==> config.mk <==
export PLATFORM = sky130hd
export DESIGN_NAME = pixel_word_packer
export DESIGN_NICKNAME = d
export VERILOG_FILES = /design/src/rtl/pixel_word_packer_pkg.sv /design/src/rtl/pixel_word_packer_byte_shift_buf.sv /design/src/rtl/pixel_word_packer.sv
export SDC_FILE = /design/constraint.sdc
export NUM_CORES = 1
export LEC_CHECK = 0
export ABC_AREA = 1
export CAP_MARGIN = 20
export CORE_ASPECT_RATIO = 1.5
export CORE_MARGIN = 2
export CORE_UTILIZATION = 55
export DETAILED_ROUTE_END_ITERATION = 7
export MAX_ROUTING_LAYER = met4
export PLACE_DENSITY = 0.85
export SLEW_MARGIN = 15
export SYNTH_ARGS = -nofsm -noshare
export SYNTH_HDL_FRONTEND = slang
export SYNTH_SLANG_ARGS = --single-unit
==> constraint.sdc <==
create_clock -name clk -period 4.4 [get_ports clk]
set_input_delay 0.88 -clock clk [delete_from_list [all_inputs] [get_ports clk]]
set_output_delay 0.88 -clock clk [all_outputs]
set_load 0.05 [all_outputs]
==> src/rtl/pixel_word_packer_pkg.sv <==
// Shared constants, FSM state type and byte-placement helper for the pixel word packer.
package pkt_pkg;

  localparam int COLOR_SIZE      = 8;
  localparam int PIXEL_SIZE      = 24;
  localparam int BYTES_PER_PIXEL = 3;
  localparam int BYTES_PER_WORD  = 4;
  localparam int CNT_W           = 4;

  typedef enum logic [1:0] {
    IDLE  = 2'd0,
    PACK  = 2'd1,
    FLUSH = 2'd2,
    DONE  = 2'd3
  } state_e;

  // Positions a pixel at byte offset off inside a zero 64-bit buffer image.
  function automatic logic [63:0] place_pixel(input logic [PIXEL_SIZE-1:0] pix,
                                              input logic [CNT_W-1:0] off);
    return {40'd0, pix} << {off, 3'b000};
  endfunction

endpackage

==> src/rtl/pixel_word_packer_byte_shift_buf.sv <==
// 64-bit LSB-first byte buffer: pops up to 4 bytes, then appends 3 bytes at the new fill level.
module byte_shift_buf
  import pkt_pkg::*;
(
  input  logic                  clk,
  input  logic                  rst_n,
  input  logic                  push_i,
  input  logic                  pop_i,
  input  logic [PIXEL_SIZE-1:0] pix_i,
  output logic [31:0]           word_o,
  output logic [CNT_W-1:0]      cnt_o
);

  logic [63:0]      buf_q, buf_d;
  logic [CNT_W-1:0] cnt_q, cnt_d;
  logic [63:0]      buf_pop_s;
  logic [CNT_W-1:0] cnt_pop_s;

  // Bytes above cnt are always zero, so a short final word comes out zero-padded.
  always_comb begin
    buf_pop_s = buf_q;
    cnt_pop_s = cnt_q;
    if (pop_i) begin
      buf_pop_s = {32'd0, buf_q[63:32]};
      cnt_pop_s = (cnt_q > 4'(BYTES_PER_WORD)) ? (cnt_q - 4'(BYTES_PER_WORD)) : 4'd0;
    end else begin
      buf_pop_s = buf_q;
      cnt_pop_s = cnt_q;
    end
    if (push_i) begin
      buf_d = buf_pop_s | place_pixel(pix_i, cnt_pop_s);
      cnt_d = cnt_pop_s + 4'(BYTES_PER_PIXEL);
    end else begin
      buf_d = buf_pop_s;
      cnt_d = cnt_pop_s;
    end
  end

  // Buffer contents and fill level.
  always_ff @(posedge clk) begin
    if (!rst_n) begin
      buf_q <= 64'd0;
      cnt_q <= 4'd0;
    end else begin
      buf_q <= buf_d;
      cnt_q <= cnt_d;
    end
  end

  assign word_o = buf_q[31:0];
  assign cnt_o  = cnt_q;

endmodule

==> src/rtl/pixel_word_packer.sv <==
// Packs 24-bit pixels densely into 32-bit slave-port words with backpressure and frame flush.
module pixel_word_packer
  import pkt_pkg::*;
#(
  parameter int DATA_WIDTH = 32,
  parameter int WCNT_W     = 16
) (
  input  logic                  clk,
  input  logic                  rst_n,
  input  logic                  start,
  input  logic [1:0]            cfg_mode,
  input  logic [COLOR_SIZE-1:0] cfg_proc_val,
  input  logic                  pix_valid,
  input  logic [PIXEL_SIZE-1:0] pix_data,
  input  logic                  pix_last,
  output logic                  pix_rdy,
  output logic [1:0]            slv_mode,
  output logic [COLOR_SIZE-1:0] slv_proc_val,
  output logic [DATA_WIDTH-1:0] slv_data,
  output logic                  slv_data_valid,
  input  logic                  slv_rdy,
  output logic                  slv_data_last,
  output logic                  frame_done,
  output logic [WCNT_W-1:0]     word_cnt
);

  if (DATA_WIDTH != 32) begin : g_width_check
    $error("pixel_word_packer supports only DATA_WIDTH=32");
  end

  state_e                state_q, state_d;
  logic [1:0]            mode_q, mode_d;
  logic [COLOR_SIZE-1:0] pv_q, pv_d;
  logic [WCNT_W-1:0]     wcnt_q, wcnt_d;
  logic [CNT_W-1:0]      cnt_s;
  logic [31:0]           word_s;
  logic                  pix_rdy_s, valid_s, last_s, done_s;
  logic                  pix_xfer_s, word_xfer_s, start_ok_s;

  assign pix_xfer_s  = pix_valid & pix_rdy_s;
  assign word_xfer_s = valid_s & slv_rdy;
  assign start_ok_s  = start & (state_q == IDLE);

  byte_shift_buf u_buf (
    .clk    (clk),
    .rst_n  (rst_n),
    .push_i (pix_xfer_s),
    .pop_i  (word_xfer_s),
    .pix_i  (pix_data),
    .word_o (word_s),
    .cnt_o  (cnt_s)
  );

  // FSM state register.
  always_ff @(posedge clk) begin
    if (!rst_n) begin
      state_q <= IDLE;
    end else begin
      state_q <= state_d;
    end
  end

  // FSM next-state logic.
  always_comb begin
    state_d = state_q;
    case (state_q)
      IDLE:    if (start) state_d = PACK; else state_d = IDLE;
      PACK:    if (pix_xfer_s && pix_last) state_d = FLUSH; else state_d = PACK;
      FLUSH: begin
        if (cnt_s == 4'd0) state_d = DONE;
        else if (word_xfer_s && (cnt_s <= 4'd4)) state_d = DONE;
        else state_d = FLUSH;
      end
      DONE:    state_d = IDLE;
      default: state_d = IDLE;
    endcase
  end

  // FSM outputs, decoded from registered state and fill level only; at cnt==6 a
  // full-rate stream stalls one cycle because slv_rdy is not allowed to reach pix_rdy.
  always_comb begin
    pix_rdy_s = 1'b0;
    valid_s   = 1'b0;
    last_s    = 1'b0;
    done_s    = 1'b0;
    case (state_q)
      IDLE: begin
        pix_rdy_s = 1'b0;
      end
      PACK: begin
        pix_rdy_s = (cnt_s <= 4'd5);
        valid_s   = (cnt_s >= 4'd4);
      end
      FLUSH: begin
        valid_s = (cnt_s != 4'd0);
        last_s  = (cnt_s != 4'd0) && (cnt_s <= 4'd4);
      end
      DONE: begin
        done_s = 1'b1;
      end
      default: begin
        pix_rdy_s = 1'b0;
      end
    endcase
  end

  // Frame configuration latch and word counter next-state.
  always_comb begin
    mode_d = mode_q;
    pv_d   = pv_q;
    wcnt_d = wcnt_q;
    if (start_ok_s) begin
      mode_d = cfg_mode;
      pv_d   = cfg_proc_val;
      wcnt_d = {WCNT_W{1'b0}};
    end else if (word_xfer_s) begin
      wcnt_d = wcnt_q + {{(WCNT_W-1){1'b0}}, 1'b1};
    end else begin
      wcnt_d = wcnt_q;
    end
  end

  // Frame configuration and word counter registers.
  always_ff @(posedge clk) begin
    if (!rst_n) begin
      mode_q <= 2'd0;
      pv_q   <= {COLOR_SIZE{1'b0}};
      wcnt_q <= {WCNT_W{1'b0}};
    end else begin
      mode_q <= mode_d;
      pv_q   <= pv_d;
      wcnt_q <= wcnt_d;
    end
  end

  assign pix_rdy        = pix_rdy_s;
  assign slv_mode       = mode_q;
  assign slv_proc_val   = pv_q;
  assign slv_data       = word_s[DATA_WIDTH-1:0];
  assign slv_data_valid = valid_s;
  assign slv_data_last  = last_s;
  assign frame_done     = done_s;
  assign word_cnt       = wcnt_q;

endmodule
Figure 1. Logic cells by family (run 1).
Bar = 20 um.
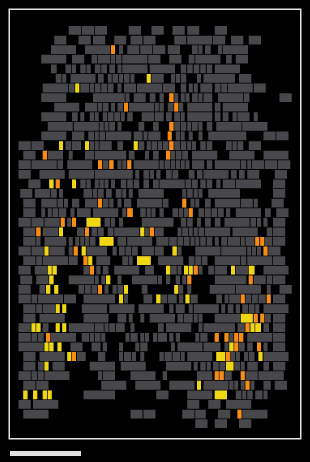
| color | family | cells |
|---|---|---|
| yellow | nor cells | 56 |
| orange | inv cells | 51 |

Figure 2. Cell outlines without signal wires (run 1).
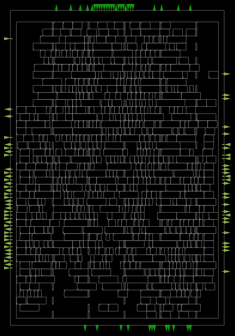
fill count: 749
Final Instance Count excl. Fillers: 872
TAP cells: 110
Seq cells: 96
flop share of the area: 31.4%

Figure 3. Signal wires by layer (run 1).
Bar = 20 um.
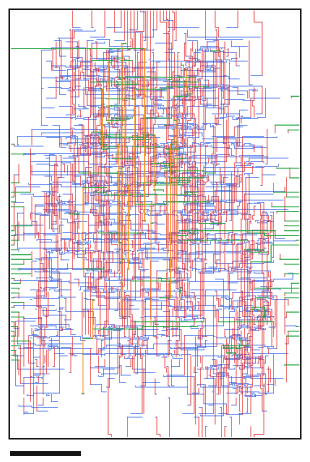
| color | layer | wire length |
|---|---|---|
| blue | metal 1 | 5,200 um |
| red | metal 2 | 6,510 um |
| orange | metal 4 | 545 um |
| green | metal 3 | 813 um |

==> flow_summary.toml, run 1 <==
# synthesis and place-and-route metrics
[outcome]
status = "completed"

[route]
vias_per_cell = 5.63
wl_per_cell_um = 15.0
drtIter0Drc = 522
drcViolationCount = 0

[final_timing]
worst_slew_pin_slew_ns = 0.775
hold-worst-slack_ns = 0.460
setup-tns-final_ns = 0
rsz0062_at_grt = "false"
fin_crit_ns = 3.04

[yosys]
mux_share_pct = 4.75
ys.flops = 96
ys_cells = 708
most_common_cell = "nand2_1"
yosys.area_share.aoi_pct = 12.9
synthCells = 708
simple_gate_share_pct = 29.6
xor_share_pct = 0.520
synth-async-reset-ratio_pct = 0
synth.distinct_cells = 37
yosys_warnings = 0
fa_ha_area_share_pct = 1.49
flop_cell = "dfxtp_1"

[power_and_ir_drop]
combPwrFrac_pct = 17.4
cellInternalPower_mw = 1.53
p_seq_share_pct = 42.9
netSwitchingPower_mw = 0.597

[floorplanning]
core_um2 = 8880
die_w_um = 82.3
fp.dieH_um = 121
initCoreUtil_pct = 56.9

[placed_design]
gp_congestion = 0.971
dp_hpwl_um = 9140
io_buffer_count = 101

[clock_network]
cts.sinks = 96
clockBufferDepth = 2
cts-buffers-inserted = 9
cts_hold_buf = 0
cts_tree = "done"

[critical_path]
cp_max_fo = 4
critical_path_required_ns = 3.52

[layout]
area_growth_pct = 21.0
largest_register_ffs = 64
mostFrequentLayoutCell = "nand2_1"
mostFrequentLayoutCells = "188 x nand2_1, 101 x clkdlybuf4s50_1, 96 x dfxtp_1"
utilization_pct = 68.9

[run]
tool_warnings = 30
maxCapViolations = 0

[global_route]
gr-total-overflow = 0

[hold_path]
hold_class = "flop to flop"
-- run 1: power by group through the flow --
stage | Clock [mW] | Sequential [mW] | Combinational (mW)
2_1_floorplan | 0 | 0.963 | 0.227
3_3_place_gp | 0 | 0.932 | 0.360
3_5_place_dp | 0 | 0.933 | 0.364
4_1_cts | 0.851 | 0.914 | 0.367
5_1_grt | 0.882 | 0.917 | 0.398
6_report | 0.846 | 0.914 | 0.370
-- run 1: final timing paths --
path | start | to | slack [ns] | cells past startpoint
min reg2reg | word_cnt[4] | word_cnt[4] | 0.46 | 2
min | word_cnt[4] | word_cnt[4] | 0.46 | 2
max reg2reg | flop | u_buf.buf_q[21] | 1.81 | 11
max | flop | pix_rdy | 1.36 | 5
-- run 1: per-stage QoR --
| step | setup slack [ns] | instances |
|---|---|---|
| after floorplan | 1.89 | 708 |
| after global placement | 1.36 | 856 |
| after detailed placement | 1.32 | 856 |
| after CTS | 1.37 | 872 |
| after global routing | 1.27 | 872 |
| final | 1.36 | 872 |
-- run 1: layer usage --
metal	wire length (um)	GRT usage [%]	vias up
met5	0	-	-
met4	545	15.0	0
met3	813	3.87	53
met2	6510	44.9	225
met1	5200	31.8	2257
li1	-	-	2376
-- run 1: cell type report --
type | instances | area [um2] | area share, %
Timing Repair Buffer | 106 | 1050 | 17.1
Inverter | 51 | 193 | 3.15
Clock inverter | 5 | 80.1 | 1.31
Sequential cell | 96 | 1920 | 31.4
Multi-Input combinational cell | 493 | 2490 | 40.7
Tap cell | 110 | 138 | 2.25
Clock buffer | 11 | 243 | 3.97
-- run 1: worst max-delay path, cell delays in order, from the launching register on --
cell	delay (ns)
dfxtp_1	0.34
inv_1	0.12
ha_1	0.22
nand2_1	0.07
a21oi_1	0.21
clkdlybuf4s50_1	0.85
Figure 4. Placed cells, one color a class (run 1).
Bar = 20 um. Fill, decap, tap and diode cells in gray.
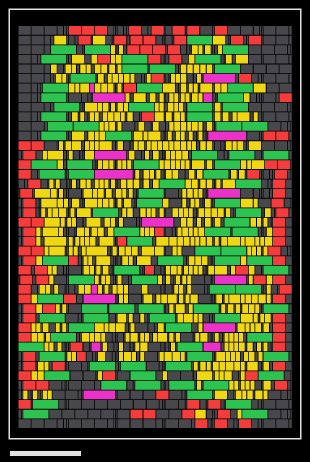

==> run 2, diff against run 1 <==
--- a/config.mk
+++ b/config.mk
@@ -9,10 +9,10 @@
 export CAP_MARGIN = 20
 export CORE_ASPECT_RATIO = 1.5
 export CORE_MARGIN = 2
-export CORE_UTILIZATION = 55
+export CORE_UTILIZATION = 52
 export DETAILED_ROUTE_END_ITERATION = 7
 export MAX_ROUTING_LAYER = met4
-export PLACE_DENSITY = 0.85
+export PLACE_DENSITY = 0.81
 export SLEW_MARGIN = 15
 export SYNTH_ARGS = -nofsm -noshare
 export SYNTH_HDL_FRONTEND = slang
==> constraint.sdc (replaced) <==
create_clock -name clk -period 2.85 [get_ports clk]
set_input_delay 0.57 -clock clk [delete_from_list [all_inputs] [get_ports clk]]
set_output_delay 0.57 -clock clk [all_outputs]
set_load 0.05 [all_outputs]
Figure 5. Placed cells, one color a class (run 2).
Bar = 20 um. Fill, decap, tap and diode cells in gray.
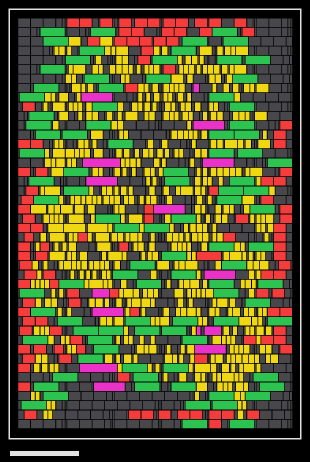
| color | class | cells |
|---|---|---|
| green | sequential cells | 96 |
| magenta | clock drivers and dummy loads | 15 |
| yellow | combinational and other logic | 544 |
| red | remaining buffers and delay cells | 112 |
post-layout utilization of the core: 64.4%
row count: 44
floorplan core area: 9580 um2
flop share of the area: 31.1%
Finished Cell Area: 6170 um2

==> run 2 against run 1 <==
Effect of this change:
- the flow now finishes with violations (DRC)
- critical path depth did not move
- non-clock buffer count rose by 6
- worst setup slack lost 1.2 ns
- die size grew 5.5%
- first-iteration DRC count fell by 26%
- register-to-register slack lost 1.4 ns
- final cell count increased by 1.1%
==> flow_summary.toml, run 2 <==
# synthesis and place-and-route metrics
[floorplanning]
initCoreUtil_pct = 52.8
fp.dieH_um = 125

[hold_path]
min_path_cells = 2

[layout]
mostFrequentLayoutCell = "nand2_1"

[yosys]
ys_cells = 708
most_common_cell = "nand2_1"

[outcome]
status = "finished, violations left"
violations = "DRC"

[placed_design]
gp_congestion = 0.893
io_buffer_count = 101

[run]
maxCapViolations = 0
tool_warnings = 30

[final_timing]
setup_ws_ns = 0.208
hold-worst-slack_ns = 0.458
fin_crit_ns = 2.64

[route]
drcViolationCount = 2
vias_per_cell = 5.48
wl_per_cell_um = 15.0

[critical_path]
reg2reg_from = "state_q[0]"
cp_num_buf_inv = 2
cp_slowest_cell = "clkdlybuf4s50_1"
r2r_end = "u_buf.buf_q[58]"
critical_path_required_ns = 2.28
cp.depth = 5

[clock_network]
cts_tree = "done"
cts-buffers-inserted = 9

[global_route]
gr-total-overflow = 0
Figure 6. Cell outlines without signal wires (run 2).
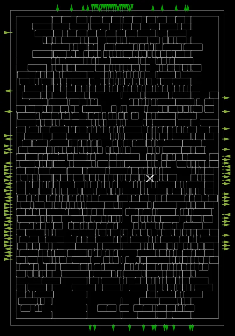
fill count: 859
TAP cells: 115
Final Instance Count excl. Fillers: 882

-- run 2: area by class of cell --
cell class / instances / area, um2 / area share [%]
clock inverter: 3 / 65.1 / 1.05
clock buffer: 12 / 256 / 4.16
multi-input combinational: 493 / 2490 / 40.4
inverter: 51 / 193 / 3.12
timing repair buffer: 112 / 1100 / 17.8
sequential: 96 / 1920 / 31.1
tap: 115 / 144 / 2.33
-- run 2: how the worst min path moves through the flow --
stage                          startpoint         endpoint  slack (ns)
after floorplan           u_buf.buf_q[43]  u_buf.buf_q[43]        0.44
final                         word_cnt[4]      word_cnt[4]        0.46
after global placement        word_cnt[4]      word_cnt[4]        0.45
after global routing      u_buf.buf_q[59]  u_buf.buf_q[59]        0.48
after detailed placement      word_cnt[4]      word_cnt[4]        0.45
after CTS                     word_cnt[4]      word_cnt[4]        0.46
-- run 2: tightest hold or removal path, cell delays in order, from the launching register on --
cell	delay [ns]
dfxtp_1	0.32
inv_1	0.05
a21oi_1	0.05
-- run 2: power breakdown --
group          leakage (nW)  switching [mW]  internal (mW)
registers             0.777          0.0271           1.38
logic                  1.63           0.381          0.199
clock network         0.159           0.493          0.811
total                  2.57           0.901           2.39
-- run 2: cell families after synthesis --
logic type	share of synthesized area, %
buf+inv	12.7
simple gates	29.6
flops	38.0
fa+ha+maj	1.49
xor+xnor	0.520
mux	4.75
compound gates	12.9
-- run 2: per-layer routing --
| layer | vias to the layer above | track usage (%) | wire length (um) |
|---|---|---|---|
| met1 | 2226 | 30.0 | 5330 |
| met3 | 37 | 3.71 | 741 |
| li1 | 2398 | - | - |
| met4 | 0 | 10.4 | 396 |
| met5 | - | - | 0 |
| met2 | 174 | 42.8 | 6720 |
Figure 7. Metal 4 (run 2).
Bar = 20 um.
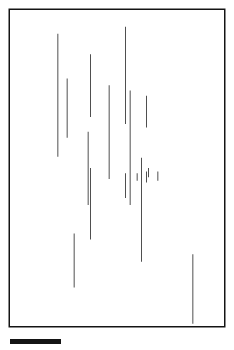

==> run 3, diff against run 2 <==
--- a/config.mk
+++ b/config.mk
@@ -11,7 +11,6 @@
 export CORE_MARGIN = 2
 export CORE_UTILIZATION = 52
 export DETAILED_ROUTE_END_ITERATION = 7
-export MAX_ROUTING_LAYER = met4
 export PLACE_DENSITY = 0.81
 export SLEW_MARGIN = 15
 export SYNTH_ARGS = -nofsm -noshare
Figure 8. Metal 4 (run 3).
Bar = 20 um.
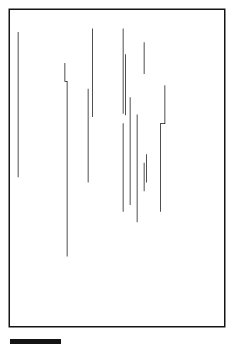
main direction: vertical
wire length on this layer: 467 um
share of all routed wire: 3.6%

==> run 3 against run 2 <==
Effect of this change:
- the run now ends clean
- synthesized cell count is the same
- maximum frequency fell by 1.3%
- register-to-register slack gained 0.03 ns
- sequential cell count is the same
- critical endpoint unchanged
- hold slack better by 0.0069 ns
- final cell count up 0.11%
- die size is the same
- clock skew shrank 0.0023 ns
- critical path depth unchanged
- highest routed layer unchanged
- sequential share of layout area increased by 0.082 points
- count of clock-buffer cells in the layout up 3
- sequential power barely moved
==> flow_summary.toml, run 3 <==
# synthesis and place-and-route metrics
[outcome]
status = "completed"

[layout]
mostFrequentLayoutCell = "nand2_1"
utilization_pct = 64.3
area_growth_pct = 21.8
largest_register_ffs = 64

[final_timing]
hold-worst-slack_ns = 0.464
fin_crit_ns = 2.68
setup-tns-final_ns = 0

[placed_design]
io_buffer_count = 101
gp_congestion = 0.872
dp_hpwl_um = 9560

[floorplanning]
die_w_um = 84.5
core_um2 = 9580

[critical_path]
cp_max_fo = 4
cp_num_buf_inv = 2
crit_chain = "inv_1 -> ha_1 -> nand2_1 -> a21oi_1 -> clkdlybuf4s50_1"

[clock_network]
cts_hold_buf = 0
cts-buffers-inserted = 9
clockBufferDepth = 2
cts_tree = "done"

[power_and_ir_drop]
cellInternalPower_mw = 2.29
p_sw_share_pct = 28.3

[yosys]
flop_cell = "dfxtp_1"
synthCells = 708
ys.flops = 96

[route]
vias_per_cell = 5.46
drcViolationCount = 0

[hold_path]
min_from = "u_buf.buf_q[63]"
hold_class = "flop to flop"
Figure 9. Logic cells by family (run 3).
Bar = 20 um.
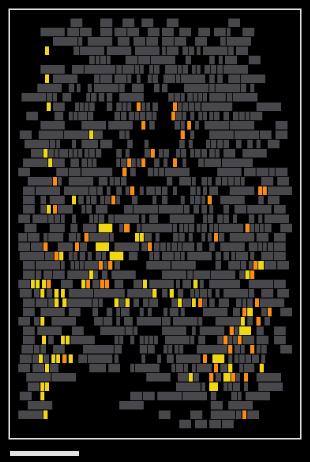
| color | family | cells |
|---|---|---|
| orange | inv cells | 51 |
| yellow | nor cells | 56 |

[run 3: power by group through the flow]
stage | clock, mW | combinational [mW] | sequential (mW)
after floorplan | 0 | 0.351 | 1.49
after global placement | 0 | 0.567 | 1.44
after detailed placement | 0 | 0.573 | 1.44
after CTS | 1.23 | 0.576 | 1.41
after global routing | 1.28 | 0.623 | 1.41
final | 1.21 | 0.576 | 1.41
[run 3: final timing paths]
| path | slack, ns | end | cells after the start |
|---|---|---|---|
| min reg2reg | 0.46 | u_buf.buf_q[63] | 2 |
| max reg2reg | 0.45 | u_buf.cnt_o[2] | 8 |
| max | 0.17 | pix_rdy | 5 |
| min | 0.46 | u_buf.buf_q[63] | 2 |
[run 3: kinds of logic after synthesis]
group | Yosys count | share of synthesized area [%]
AOI/OAI and AO/OA | 119 | 12.9
adders and majority gates | 6 | 1.49
muxes | 24 | 4.75
buffers and inverters | 119 | 12.7
xor gates and xnor gates | 3 | 0.520
DFF | 96 | 38.0
and+or+nand+nor | 341 | 29.6
[run 3: final cells by class]
type | instances | area (um2)
inverter | 51 | 193
clock buffer | 15 | 298
sequential | 96 | 1920
multi-input combinational | 493 | 2490
fill | 870 | 3420
tap | 115 | 144
timing repair buffer | 112 | 1100
clock inverter | 1 | 7.51
[run 3: layer usage]
metal  routed length, um  share of wire (%)  global-route usage [%]
met3                 697                5.4                    4.04
met4                 467                3.6                    12.6
met5                   0                  0                       0
met2                6610                 51                    43.8
met1                5240                 40                    29.3
[run 3: worst min-delay path: cells and delay by family (launching register included)]
kind | cells | cell delay [ns]
compound gates | 1 | 0.05
flops | 1 | 0.31
simple gates | 1 | 0.06
Power figures rest on the tool's default switching activity, not on a simulated workload.
